Routing congestion:
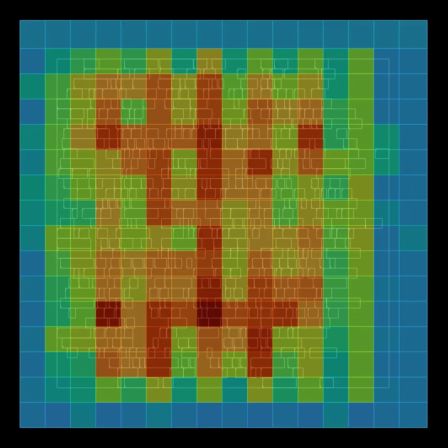
Signal wires on met3:
Drawn at 4 px/um. Cells faint in the background.
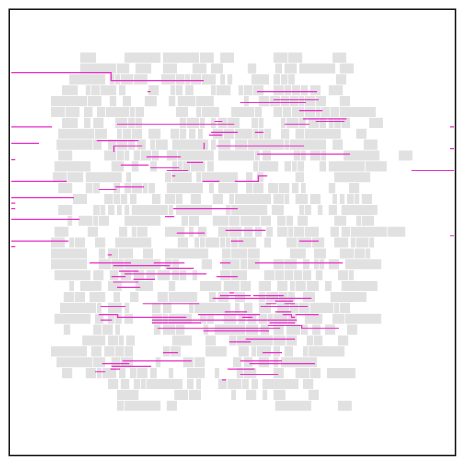
Pin placement:
Drawn at 4 px/um. Pins as bars across the die edge, other pins in gray.
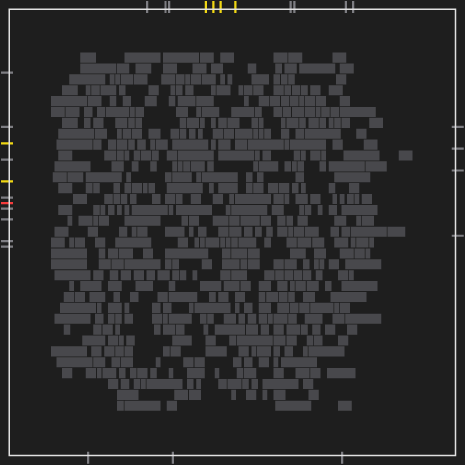
Wire density map:
Drawn at 3 px/um. The die is cut into 22 by 22 equal tiles; dark blue is low, red is high, scaled to the fullest tile. Values are wire area over tile area, all layers added.
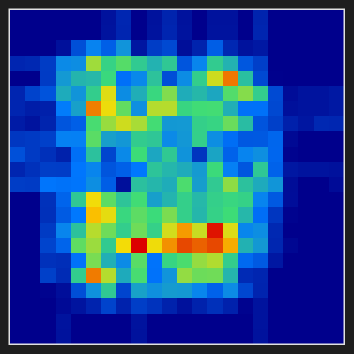
Metal 2:
Drawn at 4 px/um. Cells faint in the background.
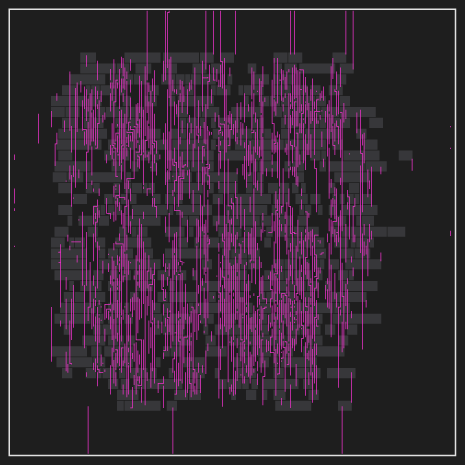
File: src/rtl/session_timer_if.sv
// Control/status bundle for session_timer.
//   master (sequencer side): drives start/stop/clear/mode_sel_en/mode_down/limit_min,
//                            observes sec/min/tick/sec_led/running/done.
//   slave  (timer side):     the reverse.
interface session_timer_if #(
  parameter int MIN_W = 6
);
  logic             start;
  logic             stop;
  logic             clear;
  logic             mode_sel_en;
  logic             mode_down;
  logic [MIN_W-1:0] limit_min;
  logic [5:0]       sec;
  logic [MIN_W-1:0] min;
  logic             tick;
  logic             sec_led;
  logic             running;
  logic             done;

  modport master (
    output start, stop, clear, mode_sel_en, mode_down, limit_min,
    input  sec, min, tick, sec_led, running, done
  );

  modport slave (
    input  start, stop, clear, mode_sel_en, mode_down, limit_min,
    output sec, min, tick, sec_led, running, done
  );
endinterface

File: src/rtl/session_timer.sv
// Seconds/minutes session timer with programmable minute limit, up/down count,
// pause/resume and a sticky done state. Everything advances on an internal
// one-cycle tick produced by a free-running prescaler (no derived clocks).
// Ports:
//   clk  - system clock (rising edge)
//   rst  - asynchronous active-low reset
//   bus  - session_timer_if.slave: controls in, time fields / status out
module session_timer #(
  parameter int CYCLES_PER_SEC = 125000000,
  parameter int MIN_W          = 6,
  parameter bit DEFAULT_DOWN   = 1'b0
) (
  input  logic           clk,
  input  logic           rst,
  session_timer_if.slave bus
);

  localparam int DIV_W = $clog2(CYCLES_PER_SEC);
  localparam logic [DIV_W-1:0] DIV_MAX  = DIV_W'(CYCLES_PER_SEC - 1);
  localparam logic [DIV_W-1:0] DIV_HALF = DIV_W'(CYCLES_PER_SEC / 2);

  typedef enum logic [1:0] {S_IDLE, S_RUN, S_PAUSE, S_DONE} state_e;

  state_e           state_q, state_d;
  logic [DIV_W-1:0] div_q, div_d;
  logic [5:0]       sec_q, sec_d;
  logic [MIN_W-1:0] min_q, min_d;
  logic [MIN_W-1:0] limit_q, limit_d;
  logic             mode_q, mode_d;
  logic             tick_q, tick_d;
  logic             sec_led_q, sec_led_d;

  // scratch for the next time value on a tick
  logic             eff_down;
  logic [5:0]       sec_n;
  logic [MIN_W-1:0] min_n;

  always_comb begin
    state_d   = state_q;
    div_d     = div_q;
    sec_d     = sec_q;
    min_d     = min_q;
    limit_d   = limit_q;
    mode_d    = mode_q;
    tick_d    = 1'b0;
    eff_down  = bus.mode_sel_en ? bus.mode_down : DEFAULT_DOWN;
    sec_n     = sec_q;
    min_n     = min_q;

    case (state_q)
      S_IDLE: begin
        sec_d = '0;
        min_d = '0;
        div_d = '0;
        if (bus.start && !bus.stop) begin
          limit_d = bus.limit_min;
          mode_d  = eff_down;
          if (bus.limit_min == '0) begin
            state_d = S_DONE;
          end else begin
            state_d = S_RUN;
            if (eff_down) min_d = bus.limit_min;
          end
        end
      end
      S_RUN: begin
        // stop freezes div in place so a later resume keeps the partial second
        if (bus.stop) begin
          state_d = S_PAUSE;
        end else if (div_q == DIV_MAX) begin
          div_d  = '0;
          tick_d = 1'b1;
          if (mode_q) begin
            if (sec_q == 6'd0) begin
              sec_n = 6'd59;
              min_n = min_q - 1'b1;
            end else begin
              sec_n = sec_q - 6'd1;
            end
          end else begin
            if (sec_q == 6'd59) begin
              sec_n = 6'd0;
              min_n = min_q + 1'b1;
            end else begin
              sec_n = sec_q + 6'd1;
            end
          end
          sec_d = sec_n;
          min_d = min_n;
          if (sec_n == 6'd0 && min_n == (mode_q ? '0 : limit_q)) state_d = S_DONE;
        end else begin
          div_d = div_q + 1'b1;
        end
      end
      S_PAUSE: begin
        if (bus.start && !bus.stop) state_d = S_RUN;
      end
      S_DONE: ;
      default: state_d = S_IDLE;
    endcase

    // clear beats everything, from any state
    if (bus.clear) begin
      state_d = S_IDLE;
      div_d   = '0;
      sec_d   = '0;
      min_d   = '0;
      tick_d  = 1'b0;
    end

    sec_led_d = (state_d == S_RUN) && (div_d < DIV_HALF);
  end

  always_ff @(posedge clk or negedge rst) begin
    if (!rst) begin
      state_q   <= S_IDLE;
      div_q     <= '0;
      sec_q     <= '0;
      min_q     <= '0;
      limit_q   <= '0;
      mode_q    <= 1'b0;
      tick_q    <= 1'b0;
      sec_led_q <= 1'b0;
    end else begin
      state_q   <= state_d;
      div_q     <= div_d;
      sec_q     <= sec_d;
      min_q     <= min_d;
      limit_q   <= limit_d;
      mode_q    <= mode_d;
      tick_q    <= tick_d;
      sec_led_q <= sec_led_d;
    end
  end

  assign bus.sec     = sec_q;
  assign bus.min     = min_q;
  assign bus.tick    = tick_q;
  assign bus.sec_led = sec_led_q;
  assign bus.running = (state_q == S_RUN);
  assign bus.done    = (state_q == S_DONE);

endmodule

File: src/flat_wrapper.sv
// flat-port wrapper written by rule: the top's interface ports become plain ports
module session_timer_flat 
#(
  parameter int CYCLES_PER_SEC = 125000000,
  parameter int MIN_W          = 6,
  parameter bit DEFAULT_DOWN   = 1'b0
)
  (clk, rst, bus_start, bus_stop, bus_clear, bus_mode_sel_en, bus_mode_down, bus_limit_min, bus_sec, bus_min, bus_tick, bus_sec_led, bus_running, bus_done);
  session_timer_if #(.MIN_W(MIN_W)) bus_i ();
  input  logic clk;
  input  logic rst;
  input wire logic [$bits(bus_i.start)-1:0] bus_start;
  input wire logic [$bits(bus_i.stop)-1:0] bus_stop;
  input wire logic [$bits(bus_i.clear)-1:0] bus_clear;
  input wire logic [$bits(bus_i.mode_sel_en)-1:0] bus_mode_sel_en;
  input wire logic [$bits(bus_i.mode_down)-1:0] bus_mode_down;
  input wire logic [$bits(bus_i.limit_min)-1:0] bus_limit_min;
  output wire logic [$bits(bus_i.sec)-1:0] bus_sec;
  output wire logic [$bits(bus_i.min)-1:0] bus_min;
  output wire logic [$bits(bus_i.tick)-1:0] bus_tick;
  output wire logic [$bits(bus_i.sec_led)-1:0] bus_sec_led;
  output wire logic [$bits(bus_i.running)-1:0] bus_running;
  output wire logic [$bits(bus_i.done)-1:0] bus_done;
  assign bus_i.start = bus_start;
  assign bus_i.stop = bus_stop;
  assign bus_i.clear = bus_clear;
  assign bus_i.mode_sel_en = bus_mode_sel_en;
  assign bus_i.mode_down = bus_mode_down;
  assign bus_i.limit_min = bus_limit_min;
  assign bus_sec = bus_i.sec;
  assign bus_min = bus_i.min;
  assign bus_tick = bus_i.tick;
  assign bus_sec_led = bus_i.sec_led;
  assign bus_running = bus_i.running;
  assign bus_done = bus_i.done;
  session_timer #(.CYCLES_PER_SEC(CYCLES_PER_SEC), .MIN_W(MIN_W), .DEFAULT_DOWN(DEFAULT_DOWN)) u_core (.clk(clk), .rst(rst), .bus(bus_i));
endmodule
File: config.mk
export PLATFORM = sky130hd
export DESIGN_NAME = session_timer_flat
export DESIGN_NICKNAME = d
export VERILOG_FILES = /design/src/rtl/session_timer_if.sv /design/src/rtl/session_timer.sv /design/src/flat_wrapper.sv
export SDC_FILE = /design/constraint.sdc
export NUM_CORES = 1
export LEC_CHECK = 0
export ABC_CLOCK_PERIOD_IN_PS = 2850
export CORE_MARGIN = 10
export CORE_UTILIZATION = 45
export DETAILED_ROUTE_END_ITERATION = 8
export PLACE_DENSITY = 0.67
export SYNTH_ARGS = -nofsm -noshare
export SYNTH_HDL_FRONTEND = slang
export SYNTH_SLANG_ARGS = --single-unit
File: constraint.sdc
create_clock -name clk -period 2.85 [get_ports clk]
set_input_delay 0.4275 -clock clk [delete_from_list [all_inputs] [get_ports clk]]
set_output_delay 0.4275 -clock clk [all_outputs]
set_load 0.05 [all_outputs]
==> flow_metrics.py <==
# Synthesis and PnR figures
metrics = {
    "placement": {
        "portBuffers": 28,
        "dpl_cell_area_mm2": 0.00462,
        "place_inst": 633,
    },
    "power_and_ir_drop": {
        "p_clk_frac": 0.302,
        "powerComb_mw": 0.410,
        "maxPowerGroup": "sequential cells",
        "p_per_area_mw_per_mm2": 356,
        "ir_drop_v": 0.000328,
        "p_sw_frac": 0.316,
        "p_clk_mw": 0.517,
        "p_sw_mw": 0.540,
        "pwr-share-seq": 0.458,
        "p_total_mw": 1.71,
        "comb_power_share": 0.240,
    },
    "yosys": {
        "synthTopCellsByCount": "dfrtp_1, nand2_1, nor2_1",
        "compound_area_frac": 0.219,
        "async_flop_share": 1.00,
        "avgSynthCellArea_um2": 8.28,
        "xor_share": 0.0348,
        "simple_gate_area_frac": 0.322,
        "mux_area_frac": 0.0234,
        "synth_nets": 470,
        "edf_count": 0,
        "synth-adder-area-share": 0.0167,
        "yosys_area_mm2": 0.00374,
        "post-synth-top-area-cell": "dfrtp_1",
        "ys_seq_frac": 0.334,
        "ys.flop_type": "dfrtp_1",
    },
    "global_route": {
        "grt_pass1_vias": 3797,
        "met3_usage": 0.0314,
        "globalRouteMet1Util": 0.249,
        "grt-ovfl-total": 0,
        "antenna_found_initial": 0,
        "use_met2": 0.282,
    },
    "final_timing": {
        "fin_crit_sh": 0.958,
        "finalWorstSetupSlack_ns": 0.119,
        "fin_hold_ws_ns": 0.0279,
        "clock-skew-final_ns": 0.00953,
        "fmax_ghz": 0.366,
        "finalHoldViolCount": 0,
    },
    "floorplan": {
        "core_mm2": 0.00813,
        "ios": 29,
        "tap_cells": 105,
        "die_w_um": 111,
    },
    "routing": {
        "drt_iter0_markers": 331,
        "wl_per_cell_um": 18.2,
        "via_per_inst": 6.22,
        "wl_um": 11600,
        "drc": 0,
    },
    "cells_and_area": {
        "final_common_cell": "buf_4",
        "lay_top_cells": "buf_4, dfrtp_1, nand2_1",
        "clkCellAreaFrac": 0.0229,
        "n_all_buffers": 103,
        "inverters_excl_clock": 17,
        "antennaDiodeCount": 0,
        "logic_gates": 357,
        "largest_register": "u_core.div_q",
    },
    "worst_setup_path": {
        "cp-startpoint": "u_core.bus.sec[3]$_DFFE_PN0P_",
        "r2r_cells": 8,
        "critical_path_class": "register to register",
        "cp.depth": 8,
        "cpPeakStageDelay_ns": 0.52,
        "crit_chain": "or3_1 > nor4_1 > a41oi_1 > xnor2_1 > or4b_1 > nand4_1 > o2111ai_1 > o211a_1",
        "cpMaxStageDelayCell": "or4b_1",
        "cp-end-kind": "register",
    },
    "clocking": {
        "cts.clk_slew.worst_paths_ns": 0.10,
        "hold_buffers": 0,
        "clk_path_buf_depth": 2,
    },
    "job": {
        "tool_warnings": 28,
    },
    "status": {
        "outcome": "finished, final reports clean",
    },
}
## Picture notes: 'routing congestion'
GRT Overall Usage: 0.180
most used routing layer: met2
post-layout util: 0.591

## Picture notes: 'signal wires on met3'
- share of all routed wire: 7.6%
- wire length on this layer: 891 um
- main direction: horizontal

## Picture notes: 'pin placement'
- bus_mode_sel_en: red (pins 1; direction input; edge left)
- bus_min: yellow (pins 6; direction output; edge 4 top, 2 left)

## Picture notes: 'wire density map'
- fullest tile: 0.72
- densest ninth of the die: center
- mean over tiles: 0.15
- emptiest ninth of the die: lower right
- tiles over half the peak: 13%

## Picture notes: 'metal 2'
- main direction: vertical
- nets with wire on the layer: 485

Power figures rest on the tool's default switching activity, not on a simulated workload.
